==> config.mk <==
export PLATFORM = sky130hd
export DESIGN_NAME = uart_tx_mmio
export DESIGN_NICKNAME = d
export VERILOG_FILES = /design/src/rtl/uart_tx_mmio_pkg.sv /design/src/rtl/uart_tx_mmio_sync_fifo.sv /design/src/rtl/uart_tx_mmio.sv
export SDC_FILE = /design/constraint.sdc
export NUM_CORES = 1
export LEC_CHECK = 0
export ABC_CLOCK_PERIOD_IN_PS = 3700
export CAP_MARGIN = 20
export CORE_MARGIN = 3
export CORE_UTILIZATION = 30
export DETAILED_ROUTE_END_ITERATION = 8
export PLACE_DENSITY = 0.58
export SYNTH_ARGS = -nofsm -noshare
export SYNTH_HDL_FRONTEND = slang
export SYNTH_HIERARCHICAL = 1
export SYNTH_SLANG_ARGS = --single-unit
==> constraint.sdc <==
create_clock -name clk -period 3.7 [get_ports clk]
set_input_delay 0.555 -clock clk [delete_from_list [all_inputs] [get_ports clk]]
set_output_delay 0.555 -clock clk [all_outputs]
set_load 0.05 [all_outputs]
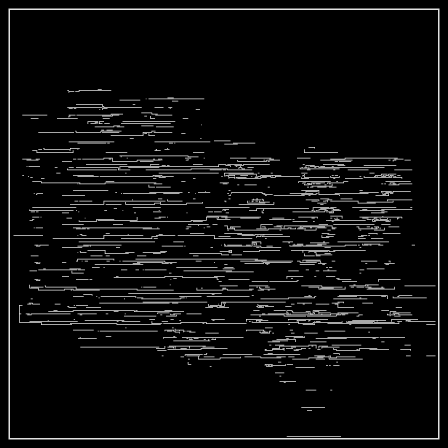
Figure 1: run 1, the metal 1 layer.
wire length on this layer = 4230 um
longest straight run = 38.6 um
main direction = horizontal
met1 Use GR: 13.7%
number of vias after detailed routing: 2781
Total Routed Length: 8.89 mm

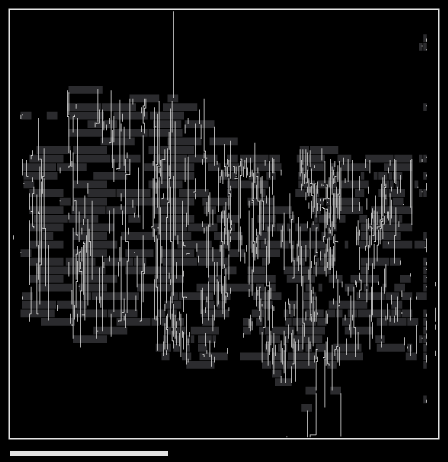
Figure 2: run 1, M2 wires.
The bar under the picture is 50 um long.
share of all routed wire = 47%
main direction = vertical
met2 GRT Util: 16.0%

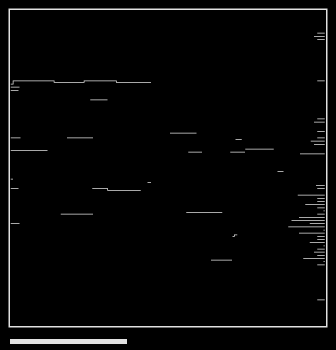
Figure 3: run 1, the metal 3 layer.
The bar under the picture is 50 um long.
wire length on this layer = 396 um
longest straight run = 17.5 um
share of all routed wire = 4.5%
main direction = horizontal
nets with wire on the layer = 53
routing usage on met3: 2.93%

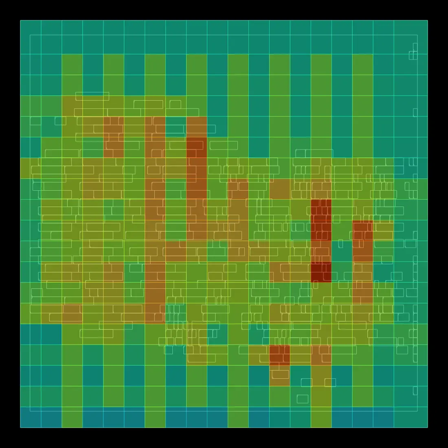
Figure 4: run 1, track usage over the die.
post-detailed-route wirelength per cell: 14.8 um
highest-utilization routing layer at the global route stage: met2
share of the core filled with cells in the final layout: 35.6%

==> impl_metrics.tcl, run 1 <==
# collected from the flow reports
set metrics [dict create \
    list_of_cells_traversed_by_the_critical_path "or3_1, nor2_1, nand2_1, o21ai_1, nor2_1, a221o_1" \
    fraction_of_layout_cells_with_a_size_suffix_above_1_pct 14.6 \
    fin_total_pwr_mw 2.67 \
    areaGrowthSynthToFinish_pct 14.0 \
    classification_of_the_worst_slack_hold_path "input port to asynchronous set/reset pin" \
    achievable-frequency_mhz 346 \
    initCoreUtil_pct 31.2 \
    nNetsFinal 463 \
    total_gr_overflow 0 \
    cp_slowest_stage_delay_ns 0.57 \
    finClkSkew_ns 0.00621 \
    clock_insertion_delay_worst_skew_ns 0.35 \
    ys.warnings.count 6 \
    run_status "finished clean" \
    detailedRoute.firstPassIterationCount 4 \
    openroad.warnings 86 \
    worstPathArrival_ns 3.12 \
    final-hold-violation-count 0 \
    grt_antenna_before_repair 0 \
    cts_made_buffers 9 \
    placed_cells_incl_taps 584 \
]
==> run 1: power by group <==
part | leakage [nW] | internal [mW] | total (mW) | switching [mW]
clock network | 0.147 | 0.483 | 0.948 | 0.465
logic | 0.915 | 0.130 | 0.345 | 0.216
registers | 1.08 | 1.31 | 1.37 | 0.0670
total | 2.15 | 1.92 | 2.67 | 0.748
==> run 1: through the flow <==
stage	utilization (%)	worst slack [ns]	hold slack, ns
finish	35.6	0.812	0.335
global placement	33.6	0.857	0.484
floorplan	-	0.829	0.259
global route	35.6	0.525	0.404
CTS	35.6	0.814	0.366
detailed placement	33.6	0.810	0.488
==> run 1: synth_stat cells (3+ instances only) <==
cell type / number / area share [%]
edfxtp_1: 64 / 38
dfrtp_1: 39 / 19
nand2_1: 30 / 2.2
buf_4: 27 / 4.0
mux4_1: 16 / 8.4
nor2_1: 15 / 1.1
nand3_1: 13 / 1.3
a22o_1: 12 / 2.1
ha_1: 12 / 3.0
mux2_2: 12 / 2.7
mux2i_1: 9 / 1.8
inv_1: 8 / 0.60
a221o_1: 7 / 1.4
xnor2_1: 7 / 1.2
o21ai_0: 6 / 0.60
nor3_1: 5 / 0.50
buf_2: 4 / 0.40
buf_6: 4 / 0.90
xor2_1: 4 / 0.70
a21oi_1: 3 / 0.30
nand2b_1: 3 / 0.37
or2_2: 3 / 0.37
==> run 1: worst max-delay path: cells and delay by family, from the launching register on <==
family	cells	cell delay, ns
AND-OR/OR-AND	2	0.87
AND/OR/NAND/NOR	4	1.48
flip-flops	1	0.42
==> run 1: metal layers <==
layer / global-route usage (%) / up-vias / wire length, um
met5: 0 / - / 0
met4: 3.92 / 0 / 92
met3: 2.93 / 6 / 395
met2: 16.0 / 70 / 4170
met1: 13.7 / 1374 / 4230
li1: - / 1331 / -
==> run 1: area by class of cell <==
class                      instances  share of cell area, %
timing repair buffer              35                   5.55
sequential                       105                   51.5
clock inverter                     7                   1.44
clock buffer                       9                   3.93
multi-input combinational        219                   32.3
tap                              216                   4.72
inverter                           9                  0.590
==> run 1: placed cells by master (no fill, tap or decap), types with 3 or more instances in the layout <==
| master | n |
|---|---|
| clkdlybuf4s50_1 | 23 |
| nand3_1 | 13 |
| mux2i_1 | 9 |
| conb_1 | 24 |
| mux2_2 | 12 |
| xnor2_1 | 7 |
| mux4_1 | 16 |
| edfxtp_1 | 64 |
| a221o_1 | 7 |
| dfrtp_1 | 39 |
| inv_1 | 8 |
| nor3_1 | 5 |
| inv_8 | 3 |
| xor2_1 | 4 |
| nand2_1 | 30 |
| nor2_1 | 15 |
| o21ai_0 | 6 |
| a22o_1 | 12 |
| ha_1 | 12 |
| a21oi_1 | 3 |
| clkbuf_16 | 9 |
| or2_2 | 3 |
| buf_4 | 11 |
| nand2b_1 | 3 |
==> run 1: logic make-up after synthesis <==
group / count (synthesis) / share of synthesized area (%)
flops: 105 / 58.7
simple gates: 89 / 9.24
buf+inv: 48 / 6.32
compound gates: 44 / 7.20
mux: 38 / 13.1
fa+ha+maj: 13 / 3.39
xor+xnor: 11 / 1.92
other cells: 1 / 0.0746
Figure 5. A small window of the routed layout (run 1).
The bar under the picture is 5 um long. Region (24, 92) to (44, 112) um. Cells in gray, sequential cells in the stronger gray; small squares are vias.
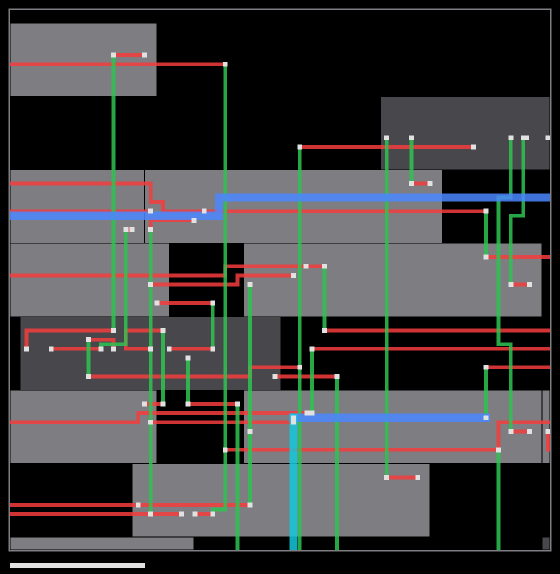

==> inputs of run 2 (changes only) <==
--- a/config.mk
+++ b/config.mk
@@ -5,12 +5,12 @@
 export SDC_FILE = /design/constraint.sdc
 export NUM_CORES = 1
 export LEC_CHECK = 0
-export ABC_CLOCK_PERIOD_IN_PS = 3700
+export ABC_CLOCK_PERIOD_IN_PS = 2600
 export CAP_MARGIN = 20
 export CORE_MARGIN = 3
 export CORE_UTILIZATION = 30
 export DETAILED_ROUTE_END_ITERATION = 8
-export PLACE_DENSITY = 0.58
+export PLACE_DENSITY = 0.6
 export SYNTH_ARGS = -nofsm -noshare
 export SYNTH_HDL_FRONTEND = slang
 export SYNTH_HIERARCHICAL = 1
==> constraint.sdc (replaced) <==
create_clock -name clk -period 2.6 [get_ports clk]
set_input_delay 0.39 -clock clk [delete_from_list [all_inputs] [get_ports clk]]
set_output_delay 0.39 -clock clk [all_outputs]
set_load 0.05 [all_outputs]
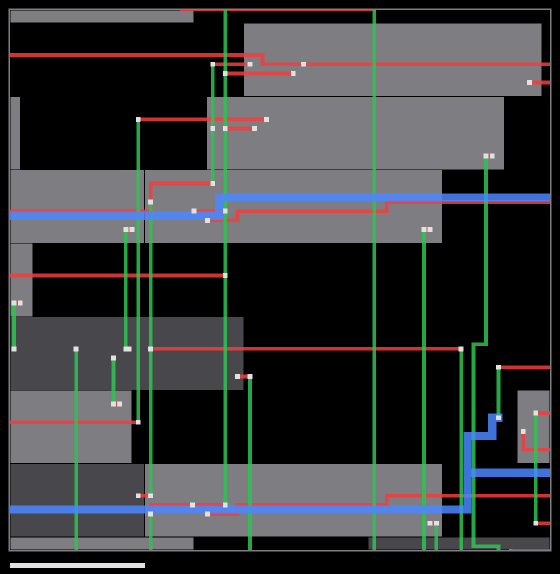
Figure 6: run 2, a small window of the routed layout.
The bar under the picture is 5 um long. Region (24, 92) to (44, 112) um. Cells in gray, sequential cells in the stronger gray; small squares are vias.
met3 -> blue
met1 -> red
met2 -> green
cells with their middle in the window = 6
most frequent = edfxtp_1 (4), clkbuf_16 (1), mux4_1 (1)
sequential cells in the window = 4

==> impl_metrics.tcl, run 2 <==
# collected from the flow reports
set metrics [dict create \
    run_status "finished clean" \
    areaGrowthSynthToFinish_pct 17.1 \
    worstPathArrival_ns 2.78 \
    clock_insertion_delay_worst_skew_ns 0.35 \
    design.core.area_mm2 0.0161 \
    pin_count_of_the_biggest_net_entering_global_routing 42 \
    initCoreUtil_pct 31.2 \
    fraction_of_layout_cells_with_a_size_suffix_above_1_pct 18.9 \
    yosys-stat-cells 349 \
    routed_wl_mm 9.43 \
    fin_total_pwr_mw 3.96 \
    layout_top_cells "edfxtp_1 (64), dfrtp_1 (39), nand2_1 (30)" \
    netlist.area_leader.share_pct 38.2 \
    tritoncts "built" \
    finalWorstSetupSlack_ns 0.113 \
    layout_top_cell "edfxtp_1" \
    total_gr_overflow 0 \
    classification_of_the_worst_slack_hold_path "input port to asynchronous set/reset pin" \
    ys.warnings.count 6 \
    nNetsFinal 481 \
    place_ws_ns -0.0800 \
    synthTopCellsByCount "edfxtp_1 (64), dfrtp_1 (39), nand2_1 (30), buf_4 (27), mux4_1 (16)" \
    via_count 2922 \
    finalHoldWorstSlack_ns 0.177 \
    final_util_pct 36.5 \
    final-hold-violation-count 0 \
    finClkSkew_ns 0.00750 \
    cts_made_buffers 9 \
    most_frequent_cell_after_synthesis "edfxtp_1" \
    detailedRoute.firstPassIterationCount 5 \
    placed_cells_incl_taps 598 \
    place.gp.congestion 0.754 \
    openroad.warnings 86 \
    r2r_setup_slack_ns 0.11 \
    achievable-frequency_mhz 402 \
    synth.largest_area_cell "edfxtp_1" \
    layout_min_cycle_time_ns 2.49 \
    cts.sink_count 105 \
    htree_num_levels 3 \
    grt_antenna_before_repair 0 \
    wire_per_inst_um 15.3 \
    area_leaders "edfxtp_1 (38%), dfrtp_1 (19%), mux4_1 (8.4%)" \
    worstSetupPathType "flip-flop to flip-flop" \
    timing.final.crit_share_pct 95.7 \
]
run 2: cell counts after synthesis:
No cell type changed its count.
run 2: layout make-up:
class | instances | area [um^2] | share of cell area, %
clock inverter | 6 | 78.8 | 1.34
timing repair buffer | 53 | 453 | 7.70
sequential | 105 | 2950 | 50.1
clock buffer | 10 | 229 | 3.89
multi-input combinational | 219 | 1870 | 31.8
tap | 216 | 270 | 4.59
inverter | 9 | 33.8 | 0.574
run 2: worst max-delay path, stage by stage (launching register included):
cell and delay [ns]:
dfrtp_1 0.40, or3_4 0.40, buf_4 0.19, o21ai_2 0.14, or2_2 0.15, inv_1 0.06
ha_1 0.28, or2_2 0.29, nand3_1 0.11, mux2_2 0.34, nand3b_1 0.07
run 2: metal layers:
metal	GRT usage [%]	share of wire [%]	vias to the layer above
li1	-	-	1375
met4	2.86	0.79	0
met2	17.9	50	65
met5	0	0	-
met1	13.8	45	1476
met3	3.71	4.4	6
run 2: kinds of logic after synthesis:
logic type | count (synthesis) | share of synthesized area [%]
AOI/OAI and AO/OA | 44 | 7.20
xor gates and xnor gates | 11 | 1.92
adders and majority gates | 13 | 3.39
buffers and inverters | 48 | 6.32
DFF | 105 | 58.7
muxes | 38 | 13.1
other | 1 | 0.0746
and+or+nand+nor | 89 | 9.24
run 2: metrics by stage:
stage                     area [um^2]  setup TNS (ns)
after floorplan                  5120               0
after global placement           5540         -0.0623
after detailed placement         5540         -0.0800
after CTS                        5840               0
after global routing             5880        -0.00443
final                            5880               0
run 2: what timing repair did:
action | 4_1_cts | 5_1_grt
setup buffers | 0 | 4
resized | 0 | 2
endpoints found under the setup margin | 0 | 1
run 2: where the power goes:
part / total [mW] / switching (mW) / internal, mW
Sequential: 1.94 / 0.0805 / 1.86
Clock: 1.40 / 0.625 / 0.771
Combinational: 0.620 / 0.357 / 0.263
Total: 3.96 / 1.06 / 2.90
Power figures rest on the tool's default switching activity, not on a simulated workload.
